===== src/rtl/serial_subtractor_ctrl_if.sv =====
// Handshake and data bundle for the serial subtractor: the requester drives start and
// the operands, and the subtractor returns status, the result and the cell's bit view.
interface serial_subtractor_ctrl_if #(
    parameter int WIDTH = 4
) ();
    logic             start;
    logic [WIDTH-1:0] a_in;
    logic [WIDTH-1:0] b_in;
    logic             busy;
    logic             done;
    logic [WIDTH-1:0] diff;
    logic             borrow_out;
    logic             x;
    logic             y;

    modport master (
        output start, a_in, b_in,
        input  busy, done, diff, borrow_out, x, y
    );

    modport slave (
        input  start, a_in, b_in,
        output busy, done, diff, borrow_out, x, y
    );
endinterface


===== src/rtl/serial_subtractor_ctrl.sv =====
// Bit-serial subtractor computing A - B LSB first through one full-subtractor cell.
// The difference shifts back into A, so A holds the parallel result once done pulses.
module serial_subtractor_ctrl #(
    parameter int WIDTH = 4,
    parameter int CNT_W = 4
) (
    input  logic                     clk,
    input  logic                     rstn,
    serial_subtractor_ctrl_if.slave  bus
);
    typedef enum logic [1:0] {
        S_IDLE  = 2'd0,
        S_SHIFT = 2'd1,
        S_DONE  = 2'd2
    } state_t;

    state_t             state_q, state_d;
    logic [WIDTH-1:0]   a_q, a_d;
    logic [WIDTH-1:0]   b_q, b_d;
    logic               borrow_q, borrow_d;
    logic [CNT_W-1:0]   cnt_q, cnt_d;

    logic               x_bit;
    logic               y_bit;
    logic               d_bit;
    logic               bo_bit;

    // The cell always looks at the low bits of both shift registers.
    assign x_bit  = a_q[0];
    assign y_bit  = b_q[0];
    assign d_bit  = x_bit ^ y_bit ^ borrow_q;
    assign bo_bit = (~x_bit & y_bit) | (~(x_bit ^ y_bit) & borrow_q);

    always_ff @(posedge clk or negedge rstn) begin
        if (!rstn) begin
            state_q  <= S_IDLE;
            a_q      <= '0;
            b_q      <= '0;
            borrow_q <= 1'b0;
            cnt_q    <= '0;
        end else begin
            state_q  <= state_d;
            a_q      <= a_d;
            b_q      <= b_d;
            borrow_q <= borrow_d;
            cnt_q    <= cnt_d;
        end
    end

    always_comb begin
        state_d  = state_q;
        a_d      = a_q;
        b_d      = b_q;
        borrow_d = borrow_q;
        cnt_d    = cnt_q;
        case (state_q)
            S_IDLE: begin
                if (bus.start) begin
                    a_d      = bus.a_in;
                    b_d      = bus.b_in;
                    borrow_d = 1'b0;
                    cnt_d    = '0;
                    state_d  = S_SHIFT;
                end
            end
            S_SHIFT: begin
                a_d      = {d_bit, a_q[WIDTH-1:1]};
                b_d      = {1'b0, b_q[WIDTH-1:1]};
                borrow_d = bo_bit;
                cnt_d    = cnt_q + CNT_W'(1);
                // Last of exactly WIDTH shift edges.
                if (cnt_q == CNT_W'(WIDTH - 1)) begin
                    state_d = S_DONE;
                end
            end
            S_DONE: begin
                state_d = S_IDLE;
            end
            default: begin
                state_d = S_IDLE;
            end
        endcase
    end

    assign bus.busy       = (state_q != S_IDLE);
    assign bus.done       = (state_q == S_DONE);
    assign bus.diff       = a_q;
    assign bus.borrow_out = borrow_q;
    assign bus.x          = x_bit;
    assign bus.y          = y_bit;
endmodule


===== src/flat_wrapper.sv =====
// flat-port wrapper written by rule: the top's interface ports become plain ports
module serial_subtractor_ctrl_flat 
#(
    parameter int WIDTH = 4,
    parameter int CNT_W = 4
)
  (clk, rstn, bus_start, bus_a_in, bus_b_in, bus_busy, bus_done, bus_diff, bus_borrow_out, bus_x, bus_y);
  serial_subtractor_ctrl_if #(.WIDTH(WIDTH)) bus_i ();
  input  logic clk;
  input  logic rstn;
  input wire logic [$bits(bus_i.start)-1:0] bus_start;
  input wire logic [$bits(bus_i.a_in)-1:0] bus_a_in;
  input wire logic [$bits(bus_i.b_in)-1:0] bus_b_in;
  output wire logic [$bits(bus_i.busy)-1:0] bus_busy;
  output wire logic [$bits(bus_i.done)-1:0] bus_done;
  output wire logic [$bits(bus_i.diff)-1:0] bus_diff;
  output wire logic [$bits(bus_i.borrow_out)-1:0] bus_borrow_out;
  output wire logic [$bits(bus_i.x)-1:0] bus_x;
  output wire logic [$bits(bus_i.y)-1:0] bus_y;
  assign bus_i.start = bus_start;
  assign bus_i.a_in = bus_a_in;
  assign bus_i.b_in = bus_b_in;
  assign bus_busy = bus_i.busy;
  assign bus_done = bus_i.done;
  assign bus_diff = bus_i.diff;
  assign bus_borrow_out = bus_i.borrow_out;
  assign bus_x = bus_i.x;
  assign bus_y = bus_i.y;
  serial_subtractor_ctrl #(.WIDTH(WIDTH), .CNT_W(CNT_W)) u_core (.clk(clk), .rstn(rstn), .bus(bus_i));
endmodule

===== config.mk =====
export PLATFORM = sky130hd
export DESIGN_NAME = serial_subtractor_ctrl_flat
export DESIGN_NICKNAME = d
export VERILOG_FILES = /design/src/rtl/serial_subtractor_ctrl_if.sv /design/src/rtl/serial_subtractor_ctrl.sv /design/src/flat_wrapper.sv
export SDC_FILE = /design/constraint.sdc
export NUM_CORES = 1
export LEC_CHECK = 0
export CAP_MARGIN = 10
export CORE_AREA = 5 5 50 52
export CTS_CLUSTER_DIAMETER = 60
export DETAILED_ROUTE_END_ITERATION = 10
export DIE_AREA = 0 0 55 57
export GPL_TIMING_DRIVEN = 0
export PLACE_DENSITY = 0.65
export SYNTH_ARGS = -nofsm -noshare
export SYNTH_HDL_FRONTEND = slang
export SYNTH_SLANG_ARGS = --single-unit

===== constraint.sdc =====
create_clock -name clk -period 1.4 [get_ports clk]
set_input_delay 0.28 -clock clk [delete_from_list [all_inputs] [get_ports clk]]
set_output_delay 0.28 -clock clk [all_outputs]
set_load 0.005 [all_outputs]

Fig. 1: run 1, clock network drawn from the DEF
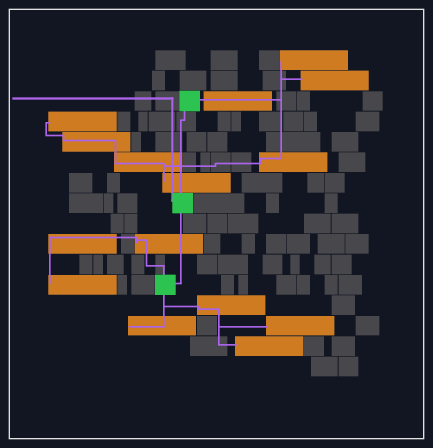
- clock wires: purple (length 191 um)
- clock drivers: green (count 3)
- flip-flops: orange (count 15)
- routed clock nets: 4

Fig. 2: run 1, cells coloured by class
The bar under the picture is 20 um long.
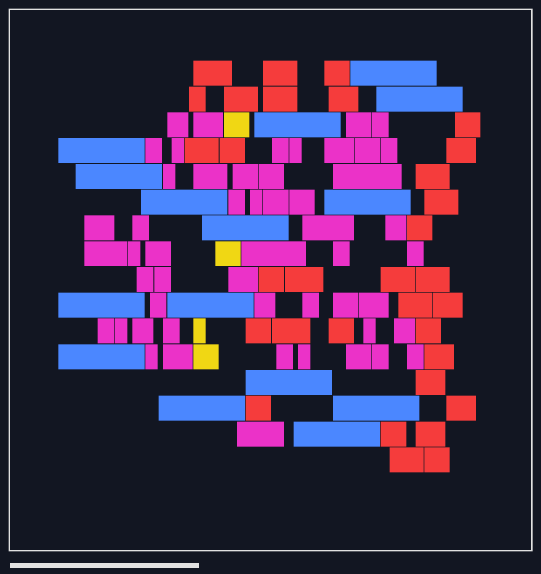
- other buffers and delay cells: red (cells 32)
- flops: blue (cells 15)
- combinational and other logic: magenta (cells 52)
- clock drivers and dummy loads: yellow (cells 4)

==> metrics.yaml, run 1 <==
status: "finished, violations left"
violations: "negative setup slack"
core_mm2: 0.00206
highest-signal-layer: "met4"
h-tree-depth: 1
cp-startpoint: "u_core.state_q[0]"
syn_inst: 70
edf_count: 0
yosysWarnings: 0
setup_viol: 1
ant_nets: 0
fin_crit_sh_pct: 100
seq_power_mw: 0.739
yosysMostFrequentCell: "dfrtp_1"
end_kind: "output pin"
clkTransAtPathRegs_ps: 80
cp_max_fo: 2
track_usage_pct: 14.6
period_needed_ps: 1410
crit_end: "bus_busy"
met1Wirelength_um: 828
dp_hpwl_um: 1290
hold_viol: 0
rr_startpoint: "u_core.b_q[0]"
area_leaders: "dfrtp_1, o21ai_0, a22oi_1"
maxSlewViolCount: 0
wirelength_um: 1860
ys_cells: 70
power.share.clock_pct: 11.2
worst_slack_ps: -6.00
ys.flop_type: "dfrtp_1"
syn-num-nets: 83
grt_pass1_wl_um: 3320
pg_comb_mw: 1.15
clock_net_power_mw: 0.239
io_pins: 20
io_buffer_count: 19
n_antenna_cell: 0
final_area_mm2: 0.00108
switching_share_pct: 35.7
power.group.top: "combinational cells"
r2r_end: "u_core.bus.diff[3]"
worstMarginPinSlew_ps: 707
ys_sh_mux_pct: 0
cts.hold.buffers_added: 0
rsz0062_at_grt: "true"
path_cells: "buf_6 -> or2_4 -> buf_6"
power.internal_mw: 1.37
cts-root-buf: "clkbuf_4"
grt_pass1_vias: 714
postLayoutCoreUtil_pct: 52.3
top_logic_kind: "AND-OR/OR-AND gates"
cts_setup_buffers: 11
ctsResizeCount: 20
finClkSkew_ps: 1.42
dp.cells: 117
antenna_found_initial: 0
arrival_ps: 1130
max-cap-violations: 0
clockBufferDepth: 2
warnings: 28
aoi_share_pct: 24.3
synthXorXnorAreaFrac_pct: 0
fin_total_pwr_mw: 2.13
initCoreUtil_pct: 35.9
relSlewSlack_pct: 52.7
post_drt_wl_per_cell_um: 14.2
first_iter_violations: 5
met2_usage_pct: 22.0
synth.cellmix.simpleShare_pct: 15.5
first_pass_iters: 4
leakagePower_nw: 0.506
wl_met2_um: 902
yosys.area.top_type: "dfrtp_1"
crit_slowest_cell: "dfrtp_1"
startpoint_type: "register"
busiest_layer: "met2"
chipArea_mm2: 0.00314
grtUsageMet3_pct: 3.92
setup_tns_ps: -6.00
final_layout_size_suffix_gt1_share_pct: 22.3
Fig. 3: run 1, routed metal, one colour a layer
The bar under the picture is 20 um long. Only two layers are drawn.
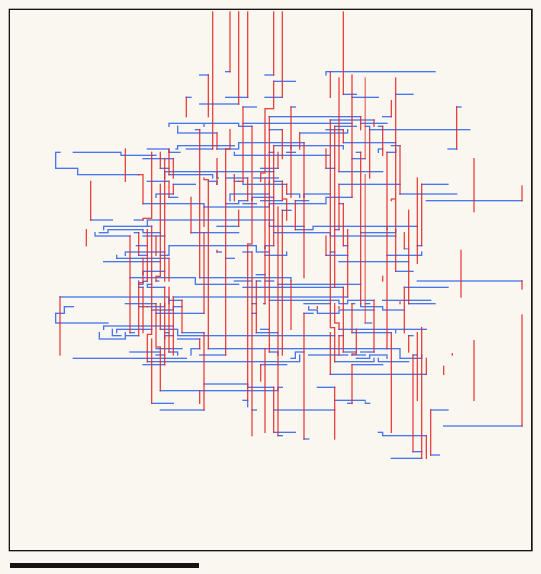
- metal 1: blue (wire length 829 um)
- metal 2: red (wire length 902 um)

run 1: layout by cell type (no fill, tap or decap), drive strengths merged:
master and instances:
a21oi 5, a22o 2, a22oi 6, a2bb2oi 2
a32o 1, and2 1, and2b 2, buf 15
clkbuf 4, clkdlybuf4s50 10, dfrtp 15, dlygate4sd2 7
fa 1, ha 1, inv 3, nand2 6
nand2b 1, nand3 2, nor2b 5, nor3 1
nor3b 1, o21ai 9, o21bai 1, o311ai 1
or2 1
run 1: layout make-up:
class | count | area share (%)
Buffer | 2 | 1.74
Sequential cell | 15 | 34.8
Inverter | 3 | 1.04
Tap cell | 28 | 3.24
Timing Repair Buffer | 30 | 24.4
Multi-Input combinational cell | 49 | 32.3
Clock buffer | 4 | 2.43
--- run 2 (diff from run 1) ---
- PLACE_DENSITY: 0.65 -> 0.68
- clock period: 1.4 -> 1.25 ns (I/O delays scaled with it)
Fig. 4: run 2, cell placement
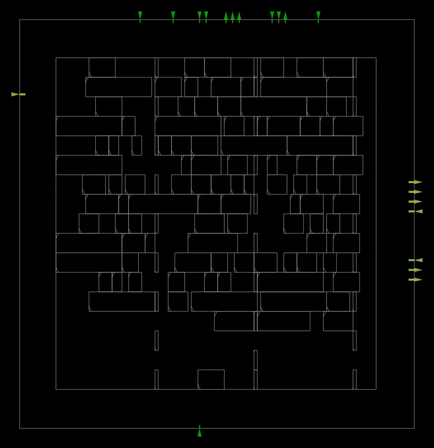
Seq area share: 34.0%
Flops: 15
final core utilization: 53.6%
cell row count: 17

==> metrics.yaml, run 2 <==
status: "finished, violations left"
violations: "negative setup slack"
leakagePower_nw: 0.518
track_usage_pct: 14.5
setup_viol: 4
rsz0062_at_grt: "true"
aoi_share_pct: 24.3
ys.flop_type: "dfrtp_1"
ys_cells: 70
post_drt_wl_per_cell_um: 15.2
cts-root-buf: "clkbuf_4"
synth.cellmix.simpleShare_pct: 15.5
syn_inst: 70
grt_pass1_wl_um: 3310
startpoint_type: "register"
synthXorXnorAreaFrac_pct: 0
hold_viol: 0
relSlewSlack_pct: 54.7
cts_tree: "built"
cts.hold.buffers_added: 0
grt_pass1_vias: 731
cp_max_fo: 2
fin_crit_sh_pct: 113
chipArea_mm2: 0.00314
yosysMostFrequentCell: "dfrtp_1"
worst_slack_ps: -158
clkTransAtPathRegs_ps: 90
core_mm2: 0.00206
arrival_ps: 1160
warnings: 29
place_congestion: 0.733
fin_total_pwr_mw: 2.49
cts_setup_buffers: 12
h-tree-depth: 1
path_cells: "buf_6 -> or2_4 -> buf_6"
end_kind: "output pin"
io_buffer_count: 19
yosysWarnings: 0
nets: 118
n_antenna_cell: 0
crit_end: "bus_busy"
area_leaders: "dfrtp_1, o21ai_0, a22oi_1"
dp_hpwl_um: 1280
ir_drop_mv: 1.21
switching_share_pct: 36.3
final_layout_size_suffix_gt1_share_pct: 26.9
final_area_mm2: 0.00111
power.share.clock_pct: 11.1
maxSlewViolCount: 0
initCoreUtil_pct: 35.9
syn-num-nets: 83
lay_top_cells: "dfrtp_1, clkdlybuf4s50_1, buf_6, buf_4"
first_pass_iters: 4
antenna_found_initial: 0
crit_slowest_cell: "dfrtp_2"
wirelength_um: 2010
ctsResizeCount: 27
top_logic_kind: "AND-OR/OR-AND gates"
setup_tns_ps: -374
layout_top_cell: "dfrtp_1"
ant_nets: 0
clockBufferDepth: 2
comb_power_share_pct: 54.9
dp.cells: 117
finClkSkew_ps: 2.20
period_needed_ps: 1410
rr_startpoint: "u_core.bus.diff[0]"
worstMarginPinSlew_ps: 677
==> run 2: cell type report <==
type	count	area (um2)	area share, %
clock buffer	4	26.3	2.38
buffer	3	33.8	3.05
inverter	3	11.3	1.02
multi-input combinational	49	349	31.6
sequential	15	377	34.0
timing repair buffer	30	274	24.8
tap	28	35.0	3.17
==> run 2: power groups by stage <==
stage               combinational, mW  clock (mW)  sequential (mW)
finish                           1.37       0.276            0.848
global route                     1.52       0.305            0.884
CTS                              1.27       0.286            0.838
detailed placement               1.03           0            0.901
global placement                 1.00           0            0.885
floorplan                       0.609           0            0.865
==> run 2: routing by layer <==
metal	share of wire, %	vias up	global-route usage (%)
li1	-	329	-
met1	38	335	16.1
met2	56	17	25.2
met3	5.0	4	5.74
met4	1.5	0	3.82
met5	0	-	0
Power figures rest on the tool's default switching activity, not on a simulated workload.
